--- src/rtl/change_dispenser.sv ---
// Change dispenser: returns change by greedy 25/10/5 coin ejection, one coin per clk_1Hz cycle.
// Optional REMAIN_BCD_EN adds registered BCD digits of the remaining amount.
module change_dispenser #(
    parameter int AMT_W    = 8,
    parameter int CNT_W    = 4,
    parameter int INIT_N5  = 8,
    parameter int INIT_N10 = 8,
    parameter int INIT_N25 = 8
) (
    input  logic             clk_1Hz,
    input  logic             clr,
    input  logic             start,
    input  logic [AMT_W-1:0] change_amount,
    input  logic             restock,
    input  logic [1:0]       restock_sel,
    output logic             coin5_out,
    output logic             coin10_out,
    output logic             coin25_out,
    output logic             busy,
    output logic             done,
    output logic             short,
    output logic             err,
    output logic [AMT_W-1:0] remaining,
    output logic [CNT_W-1:0] n5,
    output logic [CNT_W-1:0] n10,
    output logic [CNT_W-1:0] n25
`ifdef REMAIN_BCD_EN
    ,
    output logic [3:0]       rem_bcd2,
    output logic [3:0]       rem_bcd1,
    output logic [3:0]       rem_bcd0
`endif
);

    typedef enum logic [1:0] {IDLE, DISPENSE, FINISH} state_t;

    localparam logic [CNT_W-1:0] CNT_MAX = '1;

    state_t             state, state_nxt;
    logic               req_v;
    logic [AMT_W-1:0]   req_amt;
    logic [AMT_W-1:0]   rem_nxt;
    logic               pick5, pick10, pick25;
    logic               short_set, short_clr;
    logic               bad_amt, take_req;
    logic               inc5, inc10, inc25;

    assign bad_amt  = (change_amount % AMT_W'(5)) != '0;
    // A request is latched first and acted on the following cycle, so the
    // first coin lands two edges after start is sampled.
    assign take_req = (state == IDLE) && !req_v && start;

    assign inc5  = restock && (restock_sel == 2'd0);
    assign inc10 = restock && (restock_sel == 2'd1);
    assign inc25 = restock && (restock_sel == 2'd2);

    function automatic logic [CNT_W-1:0] inv_next(input logic [CNT_W-1:0] n,
                                                  input logic inc, input logic dec);
        if (dec && !(inc && n != CNT_MAX)) return n - CNT_W'(1);
        if (inc && !dec && n != CNT_MAX)   return n + CNT_W'(1);
        return n;
    endfunction

    always_comb begin
        state_nxt = state;
        rem_nxt   = remaining;
        pick5     = 1'b0;
        pick10    = 1'b0;
        pick25    = 1'b0;
        short_set = 1'b0;
        short_clr = 1'b0;
        case (state)
            IDLE: begin
                if (req_v) begin
                    state_nxt = DISPENSE;
                    rem_nxt   = req_amt;
                    short_clr = 1'b1;
                end
            end
            DISPENSE: begin
                if (remaining == '0) begin
                    state_nxt = FINISH;
                end else if (remaining >= AMT_W'(25) && n25 != '0) begin
                    pick25  = 1'b1;
                    rem_nxt = remaining - AMT_W'(25);
                end else if (remaining >= AMT_W'(10) && n10 != '0) begin
                    pick10  = 1'b1;
                    rem_nxt = remaining - AMT_W'(10);
                end else if (remaining >= AMT_W'(5) && n5 != '0) begin
                    pick5   = 1'b1;
                    rem_nxt = remaining - AMT_W'(5);
                end else begin
                    // no backtracking: whatever is left stays owed
                    short_set = 1'b1;
                    state_nxt = FINISH;
                end
            end
            FINISH:  state_nxt = IDLE;
            default: state_nxt = IDLE;
        endcase
    end

    always_ff @(posedge clk_1Hz or posedge clr) begin
        if (clr) begin
            state      <= IDLE;
            req_v      <= 1'b0;
            req_amt    <= '0;
            coin5_out  <= 1'b0;
            coin10_out <= 1'b0;
            coin25_out <= 1'b0;
            busy       <= 1'b0;
            done       <= 1'b0;
            short      <= 1'b0;
            err        <= 1'b0;
            remaining  <= '0;
            n5         <= CNT_W'(INIT_N5);
            n10        <= CNT_W'(INIT_N10);
            n25        <= CNT_W'(INIT_N25);
        end else begin
            state      <= state_nxt;
            req_v      <= take_req && !bad_amt;
            err        <= take_req && bad_amt;
            if (take_req && !bad_amt) req_amt <= change_amount;
            coin5_out  <= pick5;
            coin10_out <= pick10;
            coin25_out <= pick25;
            busy       <= (state_nxt == DISPENSE);
            done       <= (state_nxt == FINISH);
            if (short_set)      short <= 1'b1;
            else if (short_clr) short <= 1'b0;
            remaining  <= rem_nxt;
            n5         <= inv_next(n5,  inc5,  pick5);
            n10        <= inv_next(n10, inc10, pick10);
            n25        <= inv_next(n25, inc25, pick25);
        end
    end

`ifdef REMAIN_BCD_EN
    always_ff @(posedge clk_1Hz or posedge clr) begin
        if (clr) begin
            rem_bcd2 <= '0;
            rem_bcd1 <= '0;
            rem_bcd0 <= '0;
        end else begin
            rem_bcd2 <= 4'(rem_nxt / AMT_W'(100));
            rem_bcd1 <= 4'((rem_nxt / AMT_W'(10)) % AMT_W'(10));
            rem_bcd0 <= 4'(rem_nxt % AMT_W'(10));
        end
    end
`endif

endmodule

--- config.mk ---
export PLATFORM = sky130hd
export DESIGN_NAME = change_dispenser
export DESIGN_NICKNAME = d
export VERILOG_FILES = /design/src/rtl/change_dispenser.sv
export SDC_FILE = /design/constraint.sdc
export NUM_CORES = 1
export LEC_CHECK = 0
export CORE_ASPECT_RATIO = 0.8
export CORE_MARGIN = 1.5
export CORE_UTILIZATION = 55
export CTS_CLUSTER_SIZE = 24
export DETAILED_ROUTE_END_ITERATION = 8
export PLACE_DENSITY = 0.8
export SYNTH_ARGS = -nofsm -noshare
export SYNTH_HDL_FRONTEND = slang
export SYNTH_SLANG_ARGS = --single-unit
--- constraint.sdc ---
create_clock -name clk_1Hz -period 4.34 [get_ports clk_1Hz]
set_input_delay 0.868 -clock clk_1Hz [delete_from_list [all_inputs] [get_ports clk_1Hz]]
set_output_delay 0.868 -clock clk_1Hz [all_outputs]
set_load 0.02 [all_outputs]
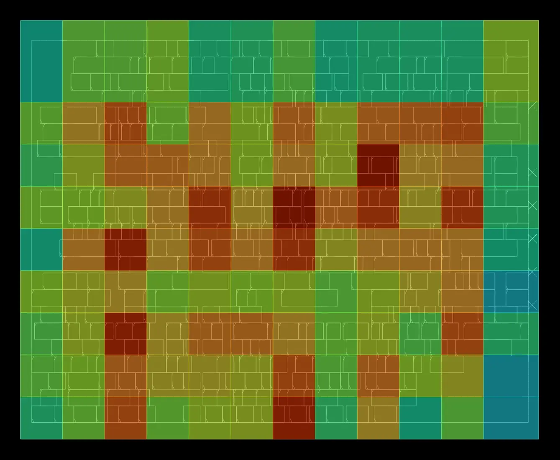
Run 1: congestion heat map
routing usage on met3: 0.0440
global route hottest layer: met2

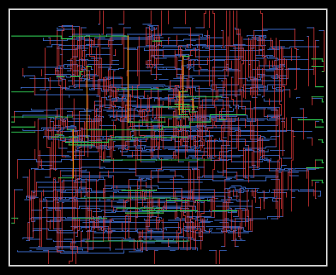
Run 1: routed metal, one color a layer
layer	color	wire length
met1	blue	3670 um
met2	red	3300 um
met4	orange	78.9 um
met3	green	449 um
total number of vias: 2769
All-Layer GR Usage: 0.253
Routed WL: 7500 um
WL/cell: 16.5 um

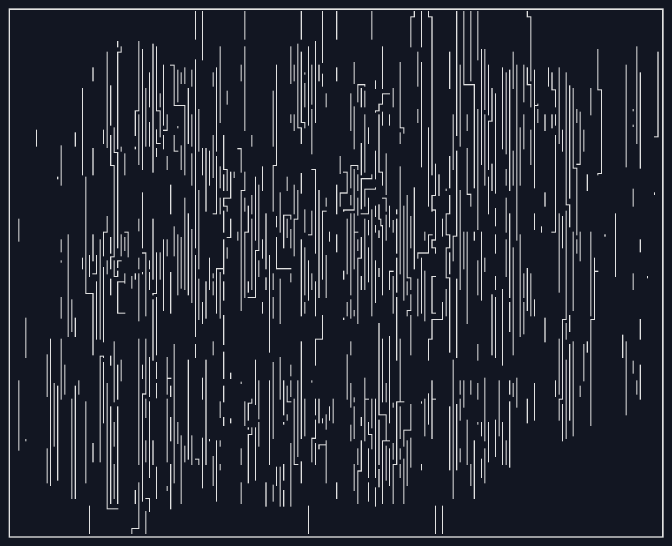
Run 1: met2 routing
nets with wire on the layer	358
share of all routed wire	44%
GR Layer Usage met2: 0.384

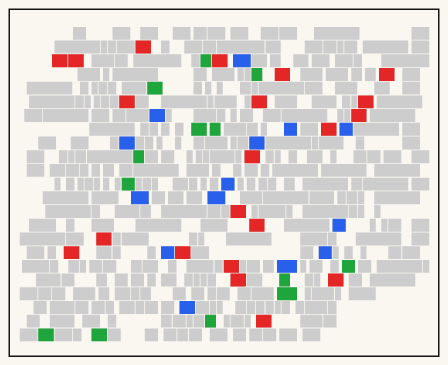
Run 1: gate-type map
family	color	cells
AND and OR gates	green	13
XOR/XNOR gates	red	21
AND-OR and OR-AND gates	blue	14
fin cells: 454
most used logic cell in the final layout: clkdlybuf4s50_1
logic share of the area: 0.504

==> summary.txt, run 1 <==
fresh numbers from the pnr run: outcome=finished with violations, failing checks=DRC, final hold slack=0.509 ns, H-tree depth=2, final tally of setup violations=0, sequential logic power=740 uW, cell taking the most area after synthesis=dfrtp_1, # DRC=6, mi-comb count=259, Worst Skew=0.0123 ns, gr ovfl total=0, Max-Cap Viols=0, Max Slew Vio Count=0, Comb gate area=1840 um2, clock buffers=6, Leak=1.59 nW, Clk. pwr=261 uW, WHS Path Cells=2, ao+oa area frac=0.242, Tap Count=62, AND/OR/NAND/NOR Cells, Area Fraction=0.204, Comb. pwr=1.35 mW, flip-flops=38, power per standard cell area=645 nW/um2, Mean Syn Cell Area=8.84 um2, Worst Setup End Kind=flop, Synth top cell by count=dfrtp_1, dpl cell area=3540 um2, die width=84.9 um, fillers=405, Worst path max stage delay=0.55 ns, Hold Vio Cnt, Final=0, mux frac, synth=0.0407, crit path to=req_amt[6], cycle use final=0.963, Hold Path Origin=short, design area=3640 um2, WS Path Type=in -> reg, Mapped Cells=334, Top Layer Used=met4, share of cells above drive strength 1=0.153, post-synth net total=364, Main power group=combinational logic, Largest regs=remaining x8, req_amt x8, vias in the first global route=2401, Area Growth Syn to Fin=23.3%, ys cells=334, drt first pass iters=7
Run 1, cell area per tile:
The die is cut into 8 by 7 equal tiles; white is low, dark blue is high, 0 to 100% covered.
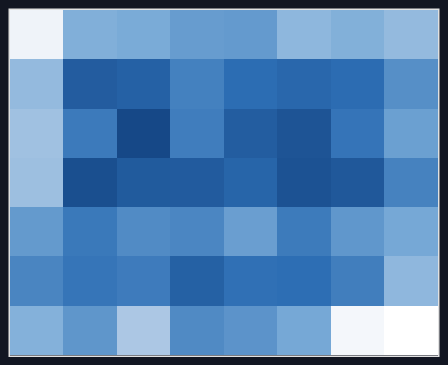

==> run 1 -> run 2 <==
- CORE_UTILIZATION: 55 -> 50
- PLACE_DENSITY: 0.8 -> 0.74
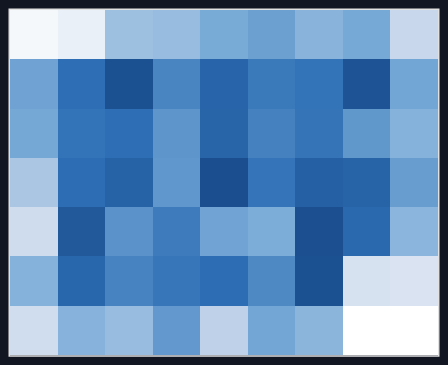
Run 2: cell area per tile
The die is cut into 9 by 7 equal tiles; white is low, dark blue is high, 0 to 100% covered.
emptiest ninth of the die	bottom right
nearly empty tiles	3.2%
mean over tiles	56%
tiles over 75% full	27%
fullest tile	88%
Initial Util: 0.529
final core occ: 0.655
Placeable Area: 5590 um2

==> summary.txt, run 2 <==
fresh numbers from the pnr run: Synth top cell by count=dfrtp_1, Worst Skew=0.00330 ns (-0.00896 ns), Clk. pwr=252 uW (-3%), logic share of the area=0.501 (-0.00344), mi-comb count=259 (unchanged), dpl cell area=3560 um2 (+0.57%), clock buffers=6 (unchanged), Routed WL=6870 um (-8.4%), Tap Count=78 (+26%), die width=88.9 um (+4.7%), Area Growth Syn to Fin=23.8%, outcome=finished, final reports clean, ys cells=334 (unchanged), cell taking the most area after synthesis=dfrtp_1, vias in the first global route=2336 (-2.7%), share of cells above drive strength 1=0.151 (-0.00255), final tally of setup violations=0 (unchanged), Leak=1.59 nW (-0.11%), ao+oa area frac=0.242 (unchanged), flip-flops=38 (unchanged), Largest regs=remaining x8, req_amt x8, most used logic cell in the final layout=clkdlybuf4s50_1, Comb gate area=1830 um2 (-0.27%), Top Layer Used=met4, fin cells=470 (+3.5%), total number of vias=2678 (-3.3%), design area=3660 um2 (+0.41%), final hold slack=0.483 ns (-0.0260 ns), AND/OR/NAND/NOR Cells, Area Fraction=0.204 (unchanged), gr ovfl total=0 (unchanged), power per standard cell area=628 nW/um2 (-2.7%), Mean Syn Cell Area=8.84 um2 (unchanged), WL/cell=14.6 um (-12%), Max Slew Vio Count=0 (unchanged), Hold Vio Cnt, Final=0 (unchanged), Max-Cap Viols=0 (unchanged), Comb. pwr=1.31 mW (-3%), crit path to=req_amt[6]
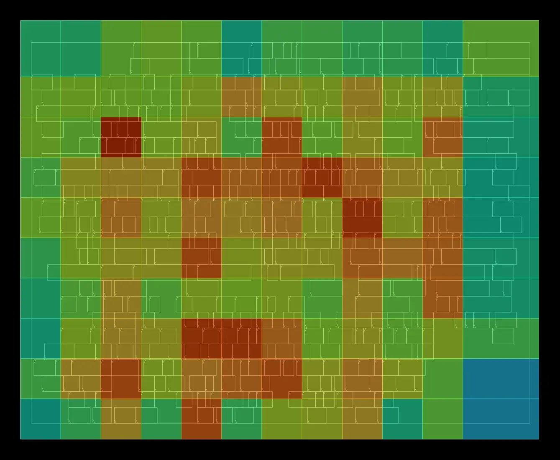
Run 2: congestion heat map
routing usage on met3: 0.0530
global route hottest layer: met1
All-Layer GR Usage: 0.226
GR Layer Usage met2: 0.296

Power and IR drop assume default switching activity.
